## src/rtl/move_validity_scanner_pkg.sv

```systemverilog
`default_nettype none
// ============================================================================
// Package     : reversi_pkg
// Description : Shared Reversi types: cell encoding, ray directions, scanner
//               FSM states and per-direction step deltas.
// Revision    : 1.0 - initial release
// ============================================================================
package reversi_pkg;

  // Cell encoding is {occupied, is_black}
  localparam logic [1:0] CELL_EMPTY = 2'b00;
  localparam logic [1:0] CELL_WHITE = 2'b10;
  localparam logic [1:0] CELL_BLACK = 2'b11;

  typedef enum logic [2:0] {
    DIR_UP         = 3'd0,
    DIR_DOWN       = 3'd1,
    DIR_LEFT       = 3'd2,
    DIR_RIGHT      = 3'd3,
    DIR_UP_LEFT    = 3'd4,
    DIR_DOWN_LEFT  = 3'd5,
    DIR_UP_RIGHT   = 3'd6,
    DIR_DOWN_RIGHT = 3'd7
  } dir_t;

  typedef enum logic [2:0] {
    ST_IDLE   = 3'd0,
    ST_CHECK  = 3'd1,
    ST_WALK   = 3'd2,
    ST_NEXT   = 3'd3,
    ST_FINISH = 3'd4
  } state_t;

  // Column step for a direction: -1, 0 or +1
  function automatic logic signed [1:0] dx(input dir_t d);
    case (d)
      DIR_LEFT, DIR_UP_LEFT, DIR_DOWN_LEFT:    dx = 2'sb11;
      DIR_RIGHT, DIR_UP_RIGHT, DIR_DOWN_RIGHT: dx = 2'sb01;
      default:                                 dx = 2'sb00;
    endcase
  endfunction

  // Row step for a direction: -1, 0 or +1
  function automatic logic signed [1:0] dy(input dir_t d);
    case (d)
      DIR_UP, DIR_UP_LEFT, DIR_UP_RIGHT:       dy = 2'sb11;
      DIR_DOWN, DIR_DOWN_LEFT, DIR_DOWN_RIGHT: dy = 2'sb01;
      default:                                 dy = 2'sb00;
    endcase
  endfunction

endpackage
`default_nettype wire

```

## src/rtl/move_validity_scanner_ray_stepper.sv

```systemverilog
`default_nettype none
// ============================================================================
// Module      : ray_stepper
// Description : Combinational ray step: next position = pos + delta(d), and
//               an on-board flag for the current pos. Coordinates are CW+1
//               bit signed so one step past either edge is always detected.
// Revision    : 1.0 - initial release
// ============================================================================
module ray_stepper
  import reversi_pkg::*;
#(
  parameter int N  = 8,
  parameter int CW = $clog2(N)
) (
  input  logic signed [CW:0] pos_x,
  input  logic signed [CW:0] pos_y,
  input  dir_t               d,
  output logic signed [CW:0] next_x,
  output logic signed [CW:0] next_y,
  output logic               on_board
);

  localparam logic signed [CW:0] MAX_COORD = (CW+1)'(N - 1);

  logic signed [1:0] dx_w;
  logic signed [1:0] dy_w;

  // Step one cell along the ray and range-check the current position
  always_comb begin
    dx_w     = dx(d);
    dy_w     = dy(d);
    next_x   = pos_x + {{(CW-1){dx_w[1]}}, dx_w};
    next_y   = pos_y + {{(CW-1){dy_w[1]}}, dy_w};
    on_board = !pos_x[CW] && (pos_x <= MAX_COORD) &&
               !pos_y[CW] && (pos_y <= MAX_COORD);
  end

endmodule
`default_nettype wire

```

## src/rtl/move_validity_scanner.sv

```systemverilog
`default_nettype none
// ============================================================================
// Module      : move_validity_scanner
// Description : Sequential Reversi move checker. Latches a board snapshot on
//               start, walks the 8 rays from the target one cell per clock
//               and reports legality, per-direction mask and flip count.
//               Define FLIP_MASK_EN to also build the per-cell flip_mask.
// Revision    : 1.0 - initial release
// ============================================================================
module move_validity_scanner
  import reversi_pkg::*;
#(
  parameter int N  = 8,
  parameter int CW = $clog2(N),
  parameter int FW = $clog2(8*N)
) (
  input  logic              clk,
  input  logic              resetn,
  input  logic              start,
  input  logic [CW-1:0]     x,
  input  logic [CW-1:0]     y,
  input  logic              player_black,
  input  logic [2*N*N-1:0]  board,
  output logic              busy,
  output logic              done,
  output logic              valid,
  output logic [7:0]        dir_mask,
  output logic [FW-1:0]     flip_count,
  output logic [N*N-1:0]    flip_mask
);

  localparam int IW = $clog2(N*N);

  state_t             state_q, state_d;
  dir_t               d_q, d_d;
  logic [CW-1:0]      x_q, x_d, y_q, y_d;
  logic               player_q, player_d;
  logic [2*N*N-1:0]   board_q, board_d;
  logic signed [CW:0] pos_x_q, pos_x_d, pos_y_q, pos_y_d;
  logic [CW-1:0]      run_cnt_q, run_cnt_d;
  logic               busy_q, busy_d, done_q, done_d, valid_q, valid_d;
  logic [7:0]         dir_mask_q, dir_mask_d;
  logic [FW-1:0]      flip_count_q, flip_count_d;

  logic signed [CW:0] rs_pos_x, rs_pos_y, rs_next_x, rs_next_y;
  dir_t               rs_dir;
  logic               rs_on_board;
  logic [IW-1:0]      cell_idx_w;
  logic [1:0]         cell_w;
  logic [1:0]         cells_w [N*N];
  logic               cell_empty_w, cell_opp_w;

  for (genvar i = 0; i < N*N; i++) begin : g_cells
    assign cells_w[i] = board_q[2*i +: 2];
  end

  // The stepper looks at the target in CHECK/NEXT and at the walk position in WALK
  always_comb begin
    rs_pos_x = {1'b0, x_q};
    rs_pos_y = {1'b0, y_q};
    rs_dir   = DIR_UP;
    case (state_q)
      ST_WALK: begin
        rs_pos_x = pos_x_q;
        rs_pos_y = pos_y_q;
        rs_dir   = d_q;
      end
      ST_NEXT: rs_dir = dir_t'(d_q + 3'd1);
      default: ;
    endcase
  end

  ray_stepper #(.N(N), .CW(CW)) u_ray_stepper (
    .pos_x    (rs_pos_x),
    .pos_y    (rs_pos_y),
    .d        (rs_dir),
    .next_x   (rs_next_x),
    .next_y   (rs_next_y),
    .on_board (rs_on_board)
  );

  // Fetch the cell under the stepper position; off-board reads are forced to cell 0
  always_comb begin
    cell_idx_w = '0;
    if (rs_on_board) begin
      cell_idx_w = IW'(int'(rs_pos_y[CW-1:0]) * N + int'(rs_pos_x[CW-1:0]));
    end
    cell_w       = cells_w[cell_idx_w];
    cell_empty_w = (cell_w[1] == CELL_EMPTY[1]);
    cell_opp_w   = (cell_w == (player_q ? CELL_WHITE : CELL_BLACK));
  end

`ifdef FLIP_MASK_EN
  logic [N*N-1:0] cand_q, cand_d, flip_mask_q, flip_mask_d;
`endif

  // Scanner next-state and result computation
  always_comb begin
    state_d      = state_q;
    d_d          = d_q;
    x_d          = x_q;
    y_d          = y_q;
    player_d     = player_q;
    board_d      = board_q;
    pos_x_d      = pos_x_q;
    pos_y_d      = pos_y_q;
    run_cnt_d    = run_cnt_q;
    busy_d       = busy_q;
    done_d       = 1'b0;
    valid_d      = valid_q;
    dir_mask_d   = dir_mask_q;
    flip_count_d = flip_count_q;
`ifdef FLIP_MASK_EN
    cand_d       = cand_q;
    flip_mask_d  = flip_mask_q;
`endif
    case (state_q)
      ST_IDLE: begin
        if (start) begin
          x_d          = x;
          y_d          = y;
          player_d     = player_black;
          board_d      = board;
          busy_d       = 1'b1;
          valid_d      = 1'b0;
          dir_mask_d   = '0;
          flip_count_d = '0;
`ifdef FLIP_MASK_EN
          flip_mask_d  = '0;
`endif
          state_d      = ST_CHECK;
        end
      end
      ST_CHECK: begin
        if (!cell_empty_w) begin
          done_d  = 1'b1;
          valid_d = 1'b0;
          state_d = ST_FINISH;
        end else begin
          d_d       = DIR_UP;
          run_cnt_d = '0;
          pos_x_d   = rs_next_x;
          pos_y_d   = rs_next_y;
`ifdef FLIP_MASK_EN
          cand_d    = '0;
`endif
          state_d   = ST_WALK;
        end
      end
      ST_WALK: begin
        if (!rs_on_board || cell_empty_w) begin
          state_d = ST_NEXT;
        end else if (cell_opp_w) begin
          run_cnt_d = run_cnt_q + 1'b1;
          pos_x_d   = rs_next_x;
          pos_y_d   = rs_next_y;
`ifdef FLIP_MASK_EN
          cand_d[cell_idx_w] = 1'b1;
`endif
        end else begin
          // Own piece closes the ray; legal only if it bracketed an opponent run
          if (run_cnt_q != '0) begin
            dir_mask_d[d_q] = 1'b1;
            flip_count_d    = flip_count_q + {{(FW-CW){1'b0}}, run_cnt_q};
`ifdef FLIP_MASK_EN
            flip_mask_d     = flip_mask_q | cand_q;
`endif
          end
          state_d = ST_NEXT;
        end
      end
      ST_NEXT: begin
        if (d_q == DIR_DOWN_RIGHT) begin
          done_d  = 1'b1;
          valid_d = |dir_mask_q;
          state_d = ST_FINISH;
        end else begin
          d_d       = dir_t'(d_q + 3'd1);
          run_cnt_d = '0;
          pos_x_d   = rs_next_x;
          pos_y_d   = rs_next_y;
`ifdef FLIP_MASK_EN
          cand_d    = '0;
`endif
          state_d   = ST_WALK;
        end
      end
      ST_FINISH: begin
        busy_d  = 1'b0;
        state_d = ST_IDLE;
      end
      default: state_d = ST_IDLE;
    endcase
  end

  // State and result registers with synchronous active-low reset
  always_ff @(posedge clk) begin
    if (!resetn) begin
      state_q      <= ST_IDLE;
      d_q          <= DIR_UP;
      x_q          <= '0;
      y_q          <= '0;
      player_q     <= 1'b0;
      board_q      <= '0;
      pos_x_q      <= '0;
      pos_y_q      <= '0;
      run_cnt_q    <= '0;
      busy_q       <= 1'b0;
      done_q       <= 1'b0;
      valid_q      <= 1'b0;
      dir_mask_q   <= '0;
      flip_count_q <= '0;
`ifdef FLIP_MASK_EN
      cand_q       <= '0;
      flip_mask_q  <= '0;
`endif
    end else begin
      state_q      <= state_d;
      d_q          <= d_d;
      x_q          <= x_d;
      y_q          <= y_d;
      player_q     <= player_d;
      board_q      <= board_d;
      pos_x_q      <= pos_x_d;
      pos_y_q      <= pos_y_d;
      run_cnt_q    <= run_cnt_d;
      busy_q       <= busy_d;
      done_q       <= done_d;
      valid_q      <= valid_d;
      dir_mask_q   <= dir_mask_d;
      flip_count_q <= flip_count_d;
`ifdef FLIP_MASK_EN
      cand_q       <= cand_d;
      flip_mask_q  <= flip_mask_d;
`endif
    end
  end

  assign busy       = busy_q;
  assign done       = done_q;
  assign valid      = valid_q;
  assign dir_mask   = dir_mask_q;
  assign flip_count = flip_count_q;
`ifdef FLIP_MASK_EN
  assign flip_mask  = flip_mask_q;
`else
  assign flip_mask  = '0;
`endif

endmodule
`default_nettype wire

```

## config.mk

```make
export PLATFORM = sky130hd
export DESIGN_NAME = move_validity_scanner
export DESIGN_NICKNAME = d
export VERILOG_FILES = /design/src/rtl/move_validity_scanner_pkg.sv /design/src/rtl/move_validity_scanner_ray_stepper.sv /design/src/rtl/move_validity_scanner.sv
export SDC_FILE = /design/constraint.sdc
export NUM_CORES = 1
export LEC_CHECK = 0
export ABC_AREA = 1
export CELL_PAD_IN_SITES_DETAIL_PLACEMENT = 0
export CELL_PAD_IN_SITES_GLOBAL_PLACEMENT = 1
export CORE_UTILIZATION = 30
export CTS_CLUSTER_DIAMETER = 80
export DETAILED_ROUTE_END_ITERATION = 6
export GPL_ROUTABILITY_DRIVEN = 0
export GPL_TIMING_DRIVEN = 1
export PLACE_DENSITY_LB_ADDON = 0.1
export SYNTH_ARGS = -nofsm -noshare
export SYNTH_HDL_FRONTEND = slang
export SYNTH_SLANG_ARGS = --single-unit
```

## constraint.sdc

```tcl
create_clock -name clk -period 7.7 [get_ports clk]
set_input_delay 1.54 -clock clk [delete_from_list [all_inputs] [get_ports clk]]
set_output_delay 1.54 -clock clk [all_outputs]
set_load 0.05 [all_outputs]
```

**Run 1: met1 routing**

Scale bar: 50 um. Supply wires on this layer in grey.
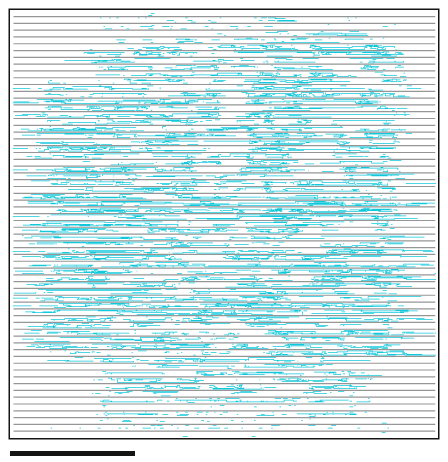
The wires run mostly horizontal. 1323 nets have wire on it. The layer holds 49% of the routed length.

**Run 1: M2 wires**

Cells faint in the background.
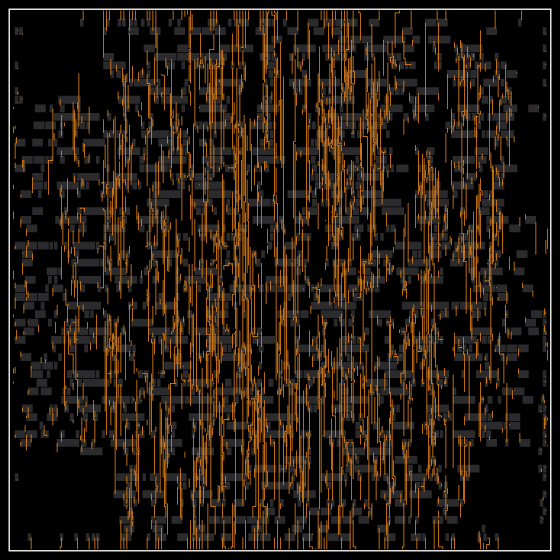
1114 nets have wire on it. The layer carries 12200 um of wire. The layer holds 46% of the routed length. The wires run mostly vertical. The longest straight run is 72.8 um.

**Run 1: metal 3**

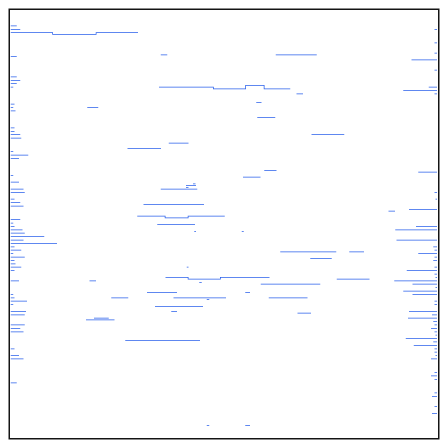
134 nets have wire on it. The layer holds 3.5% of the routed length. The longest straight run is 29.7 um. The layer carries 937 um of wire. The wires run mostly horizontal.

## run 1: worst max path at each step
stage                                 start                         end  slack (ns)
floorplan                             start  flip_count[0]$_SDFFE_PN0P_        4.90
global placement                      start    dir_mask[6]$_SDFFE_PN0P_        2.99
detailed placement                    start    dir_mask[0]$_SDFFE_PN0P_        2.90
CTS                 state_q[0]$_SDFFE_PN0P_   run_cnt_q[1]$_SDFFE_PN0P_        3.30
global route        state_q[0]$_SDFFE_PN0P_     pos_x_q[1]$_SDFFE_PN0P_        3.00
finish              state_q[0]$_SDFFE_PN0P_     pos_y_q[0]$_SDFFE_PN0P_        3.32
## run 1: sequential cells by signal, indices dropped and copies added, names as in the netlist
register and count:
dir_mask 8, y_q 3, done 1, board_q 128, busy 1, x_q 3
pos_x_q 4, pos_y_q 4, d_q 3, run_cnt_q 3, state_q 3, player_q 1
flip_count 6, valid 1
## run 1: cell usage after synthesis, drive strengths merged
| cell | n |
|---|---|
| a21boi | 1 |
| a21o | 3 |
| a21oi | 175 |
| a31o | 1 |
| a31oi | 1 |
| buf | 102 |
| clkbuf | 39 |
| clkinv | 1 |
| conb | 1 |
| dfxtp | 169 |
| fa | 3 |
| ha | 13 |
| inv | 45 |
| nand2 | 425 |
| nand3 | 179 |
| nand3b | 1 |
| nand4 | 1 |
| nor2 | 41 |
| nor3 | 1 |
| nor4 | 2 |
| o211ai | 3 |
| o21ai | 20 |
| or2 | 5 |
| xnor2 | 3 |
| xor2 | 4 |
## run 1: worst max-delay path: stages, from the launching register on
cell,delay (ns)
sky130_fd_sc_hd__dfxtp_1,0.32
sky130_fd_sc_hd__inv_2,0.16
sky130_fd_sc_hd__nand3_2,0.30
sky130_fd_sc_hd__nand2_1,0.17
sky130_fd_sc_hd__nand2_2,0.06
sky130_fd_sc_hd__buf_4,0.33
sky130_fd_sc_hd__nand2_2,0.12
sky130_fd_sc_hd__buf_4,0.59
sky130_fd_sc_hd__inv_2,0.30
sky130_fd_sc_hd__nand2_1,0.12
sky130_fd_sc_hd__nand3_1,0.07
sky130_fd_sc_hd__nand3_1,0.11
sky130_fd_sc_hd__nand3_1,0.14
sky130_fd_sc_hd__nand3_1,0.14
sky130_fd_sc_hd__nand3_1,0.11
sky130_fd_sc_hd__nand3_1,0.14
sky130_fd_sc_hd__nand3_2,0.14
sky130_fd_sc_hd__nand2_2,0.34
sky130_fd_sc_hd__nand2_1,0.32
sky130_fd_sc_hd__nand2_1,0.14
sky130_fd_sc_hd__a21oi_1,0.06
## run 1: metrics by stage
| step | power [mW] | setup WS (ns) | hold WS [ns] | cell area [um^2] |
|---|---|---|---|---|
| 2_1_floorplan | 2.25 | 4.90 | 0.424 | 8830 |
| 3_3_place_gp | 2.62 | 2.99 | 0.439 | 10100 |
| 3_5_place_dp | 2.62 | 2.90 | 0.451 | 10100 |
| 4_1_cts | 3.44 | 3.30 | 0.460 | 10600 |
| 5_1_grt | 3.65 | 3.00 | 0.475 | 10600 |
| 6_report | 3.40 | 3.32 | 0.458 | 10600 |
==> results.txt, run 1 <==
Results of an implementation run.

The layout overhead on the synthesized area is 23.2%. Setup repair after global routing left no endpoint under its margin. The die boundary height is 171 um. The count of state elements after synthesis is 169. The synth_stat.txt file lists the number of cells as 1239. For this configuration, the core starts out at a cell density of 30.7%. In the synthesis report, Yosys lists the chip area as 8590 um^2. The adder-cell share of the synthesized area is 2.59%. After routing, the total negative slack on setup checks comes to 0 ns.

The overall track demand over capacity in global routing is 18.6%. Counting cells, the worst reg-to-reg path comes to 20. The part of the total power dissipated in sequential elements is 33.6%. The total via count in the routed design is 7969. The power in the clock group is 0.809 mW. The xor and xnor area share after synthesis is 0.713%. The capture endpoint of the worst hold path is y_q[1]$_SDFFE_PN0P_. The launch instance of the worst register-to-register path is state_q[0]$_SDFFE_PN0P_. In the power breakdown, the internal column shows 1.91 mW. The run finished with clean final reports. The filler-free cell count of the finished design is 1733. The first global-routing pass estimated 42.3 mm of wire.

The cell area that synthesis handed to floorplanning was 8590 um^2. After detailed routing, the met2 layer carries 12.2 mm of wire. The wire length reported by the detailed router is 26.6 mm. The boundary pin count is 219.

The final timing report lists clock skew as 0.0120 ns. The power per cell area is 321 nW/um^2. The number of well taps is 378. The sequential share of the synthesized area is 39.4%.

The met3 layer usage reported by global route is 2.85%. The net switching power is 1.49 mW. The area fraction of the dominant cell type after synthesis is 39.4%. The total of fill cells in the finished design is 3104.

In this run the tightest slew margin relative to its limit is 32.2%. The post-CTS setup buffer count is 0.
**Run 1: the metal 4 layer**

Supply wires on this layer in grey.
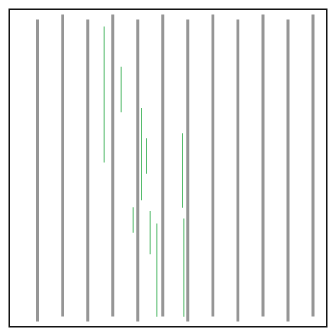

--- run 2 (diff from run 1) ---
- clock period: 7.7 -> 4.6 ns (I/O delays scaled with it)
**Run 2: the metal 4 layer**

Supply wires on this layer in grey.
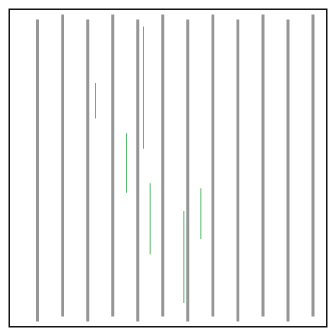
The longest straight run is 66.0 um. The layer holds 0.88% of the routed length.

**Run 2: routing congestion map**

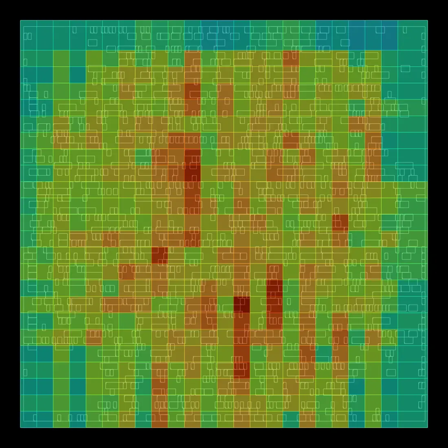
overall global routing resource usage: 18.6%
met1 Resource Use GR: 26.6%
final core utilization: 38.2%

==> run 2 against run 1 <==
Against the previous run: area after synthesis unchanged; die area unchanged; total power is 73% higher; cell area up 0.97%; clock skew fell by 0.00096 ns; clock power rose by 89%.
==> results.txt, run 2 <==
Results of an implementation run.

The worst setup slack after placement is 1.01 ns (-1.89 ns). The final worst setup slack was 1.02 ns (-2.30 ns). The wire length of the first global-routing pass is 42.0 mm (-0.54%). The commonest register cell is sky130_fd_sc_hd__dfxtp_1. In this build the clock could be raised as far as 279 MHz. The net switching power is 2.50 mW (+68%). The area of the mapped netlist is 8590 um^2 (unchanged). Setup repair after global routing left no endpoint under its margin. Endpoints with negative setup slack in the final report add up to 0.

The sequential share of the synthesized area is 39.4% (unchanged). The endpoint of the lowest-slack register-to-register path is run_cnt_q[1]$_SDFFE_PN0P_. The tool warning count for the run is 27. Buffers inserted during clock tree synthesis total 17.

The cell type contributing the most total cell area after synthesis is sky130_fd_sc_hd__dfxtp_1. The clock tree synthesis step divided the H-tree into 4 levels. The launch point of the worst hold path is board_q[95]$_SDFFE_PN0P_. The worst clock skew on the final layout was 0.0111 ns (-0.000960 ns). Per the post-CTS timing run, clock transition at the registers of the reported paths is 0.07 ns. The count of cells along the worst register-to-register path came to 17 (-15%). The synthesized netlist contains 37 unique library cells.

The maximum cell stage delay along the critical path came to 0.52 ns (-0.07 ns). The count of state elements after synthesis is 169 (unchanged). The part of the total power dissipated in sequential elements is 32.7% (-0.9 points). STA reports the tightest min-delay check as being of type reg -> reg. For this block, the initial DRC count from the detailed router was 548. The report shows a maximum critical-path fanout of 27.

The number of enable-type register cells in the synthesized netlist is 0 (unchanged). The boundary pin count came to 219 (unchanged). The required time reported for the critical path endpoint is 4.88 ns. For the worst reg-to-reg path, the startpoint reported by OpenROAD is state_q[2]$_SDFFE_PN0P_. The internal power came to 3.36 mW (+76%). The total via count in the routed design is 7956 (-0.16%). The horizontal die dimension is 171 um.

The post-synth area from yosys stat is 8590 um^2 (unchanged). The power share of the clock group is 26.1%. The wire length reported by the detailed router was 26.4 mm (-0.93%). The flip-flop count of the largest register, all copies and words added is 128 (unchanged). The average instance in the mapped netlist occupies 6.94 um^2.

The clock reaches the later pin of the worst-skew pair after 0.44 ns. The gate count after technology mapping is 1239. The max-capacitance violation count is 0. The post-cts sizing count is 0. The power per cell area was 548 nW/um^2 (+71%). After synthesis, the cell types taking the most area are sky130_fd_sc_hd__dfxtp_1 39%, sky130_fd_sc_hd__nand2_1 18%, sky130_fd_sc_hd__a21oi_1 10%. Per the cell usage report, the commonest logic cells after layout are 416 x sky130_fd_sc_hd__nand2_1, 174 x sky130_fd_sc_hd__a21oi_1, 169 x sky130_fd_sc_hd__dfxtp_1. The initial antenna violation count is 0. Per the OpenROAD power report, leakage power amounts to 4.15 nW. The per-cell via count in the routed design is 4.59. Of the cells placed in the final design, the portion with a size suffix greater than 1 is 6.04%.

The floorplan core density was 30.7% (unchanged). During placement, the flow inserted port buffers numbering 154. The synthesis run shows the most used standard cells to be 416 x sky130_fd_sc_hd__nand2_1, 174 x sky130_fd_sc_hd__a21oi_1, 169 x sky130_fd_sc_hd__dfxtp_1, 169 x sky130_fd_sc_hd__nand3_1, 71 x sky130_fd_sc_hd__buf_4. Compared with the post-synthesis result, the final layout area differs by 24.4%. Counting flops per register, the top entry is board_q. The number of stages on the worst setup path is 17 (-15%). At the end of the flow, the number of nets in the layout was 1498. Per STA, the worst path accumulates the most delay in the family simple AND/OR/NAND/NOR gates. The buffer type at the clock tree root is sky130_fd_sc_hd__clkbuf_16. The half-perimeter wire length of the detailed placement result is 18.1 mm. The final critical path takes up 77.9% of the cycle. Net switching is 42.7% of the power. The fraction of registers with async set or reset after synthesis is 0% (unchanged). The buffering stage count on the worst path with inverters included is 2 (-2).

The capture endpoint of the worst hold path is board_q[95]$_SDFFE_PN0P_. The most prevalent standard cell on the critical path is sky130_fd_sc_hd__nand3_1. The count of instantiated cells in the yosys netlist is 1239 (unchanged). The area fraction of the dominant cell type after synthesis came to 39.4% (unchanged).

The placement row count is 61. The critical path startpoint is state_q[2]$_SDFFE_PN0P_. The post-CTS setup buffer count is 0 (unchanged). The worst-path cell with the longest stage delay is sky130_fd_sc_hd__inv_2.

The setup total negative slack is 0 ns (unchanged). The run finished with clean final reports. The number of antenna cells inserted is 0. The die boundary height is 171 um (unchanged). The part of the total power dissipated in combinational logic is 41.2%. Walking the worst path, the cells encountered are inv_2 -> nand3_2 -> nand2_1 -> nand2_1 -> nand2_4 -> inv_2 -> nand3_1 -> nand3_1 -> nand3_1 -> nand3_1 -> nand3_1 -> nand3_1 -> nand3_2 -> nand2_2 -> nand2_1 -> nand2_1 -> a21oi_1.

Looking at the setup timing report, the critical path kind is reg -> reg. The most common logic cell in the routed design is sky130_fd_sc_hd__nand2_1. The post-route antenna net violation count is 0. The headroom to the max-slew limit came to 28.8% (-3.4 points). The synthesis stats list as the most numerous cell sky130_fd_sc_hd__nand2_1. The core region is 28000 um^2. The total of fill cells in the finished design was 3034 (-2.3%).
==> run 2: cell counts after synthesis <==
No cell type changed its count.
==> run 2: worst max path at each step <==
| stage | to | slack (ns) |
|---|---|---|
| after floorplan | pos_y_q[3]$_SDFFE_PN0P_ | 1.94 |
| after global placement | run_cnt_q[1]$_SDFFE_PN0P_ | 1.03 |
| after detailed placement | run_cnt_q[2]$_SDFFE_PN0P_ | 1.01 |
| after CTS | run_cnt_q[2]$_SDFFE_PN0P_ | 1.0 |
| after global routing | pos_y_q[0]$_SDFFE_PN0P_ | 0.57 |
| final | run_cnt_q[1]$_SDFFE_PN0P_ | 1.02 |
==> run 2: metrics by stage <==
stage	power, mW	area, um^2	hold slack [ns]	std cells	utilization (%)
final	5.86	10700	0.459	1735	38.2
after global routing	6.32	10700	0.482	1735	38.2
after CTS	5.94	10700	0.457	1735	38.2
after detailed placement	4.39	10100	0.446	1703	36.0
after global placement	4.39	10100	0.436	1703	36.0
after floorplan	3.77	8830	0.424	1302	-
==> run 2: cell families (layout without fill, tap and decap cells) <==
family / Yosys count / count (layout) / synth area share (%)
DFF: 169 / 169 / 39.4
AOI/OAI and AO/OA: 204 / 204 / 12.3
adders and majority gates: 16 / 16 / 2.59
other: 1 / 64 / 0.0436
buffers and inverters: 187 / 242 / 12.3
and+or+nand+nor: 655 / 655 / 32.6
xor gates and xnor gates: 7 / 7 / 0.713
==> run 2: worst register-to-register path, cell delays in order (launching register included) <==
cell                      delay (ns)
sky130_fd_sc_hd__dfxtp_1        0.44
sky130_fd_sc_hd__inv_2          0.10
sky130_fd_sc_hd__nand3_2        0.24
sky130_fd_sc_hd__nand2_1        0.10
sky130_fd_sc_hd__nand2_1        0.15
sky130_fd_sc_hd__nand2_4        0.25
sky130_fd_sc_hd__inv_2          0.53
sky130_fd_sc_hd__nand3_1        0.18
sky130_fd_sc_hd__nand3_1        0.15
sky130_fd_sc_hd__nand3_1        0.11
sky130_fd_sc_hd__nand3_1        0.10
sky130_fd_sc_hd__nand3_1        0.11
sky130_fd_sc_hd__nand3_1        0.14
sky130_fd_sc_hd__nand3_2        0.11
sky130_fd_sc_hd__nand2_2        0.30
sky130_fd_sc_hd__nand2_1        0.26
sky130_fd_sc_hd__nand2_1        0.11
sky130_fd_sc_hd__a21oi_1        0.06
==> run 2: final cells by class <==
cell class                 instances  area, um^2  share of cell area (%)
multi-input combinational        946        4410                    41.2
sequential                       169        3380                    31.6
timing repair buffer             164        1630                    15.2
tap                              378         473                    4.42
clock buffer                      18         429                    4.01
clock inverter                    14         186                    1.74
inverter                          46         185                    1.73
==> run 2: routing by layer <==
metal  track usage [%]  share of wire, %  wire length, um
met5                 0                 0                0
met4              4.70              0.88              231
met3              3.11               4.1             1080
met2              28.7                45            11900
met1              26.6                50            13100
==> run 2: power groups by stage <==
| stage | registers (mW) | clock network, mW | logic, mW |
|---|---|---|---|
| finish | 1.92 | 1.53 | 2.42 |
| global route | 1.96 | 1.63 | 2.73 |
| CTS | 1.92 | 1.57 | 2.45 |
| detailed placement | 1.95 | 0 | 2.44 |
| global placement | 1.95 | 0 | 2.43 |
| floorplan | 1.98 | 0 | 1.79 |
Power figures rest on the tool's default switching activity, not on a simulated workload.
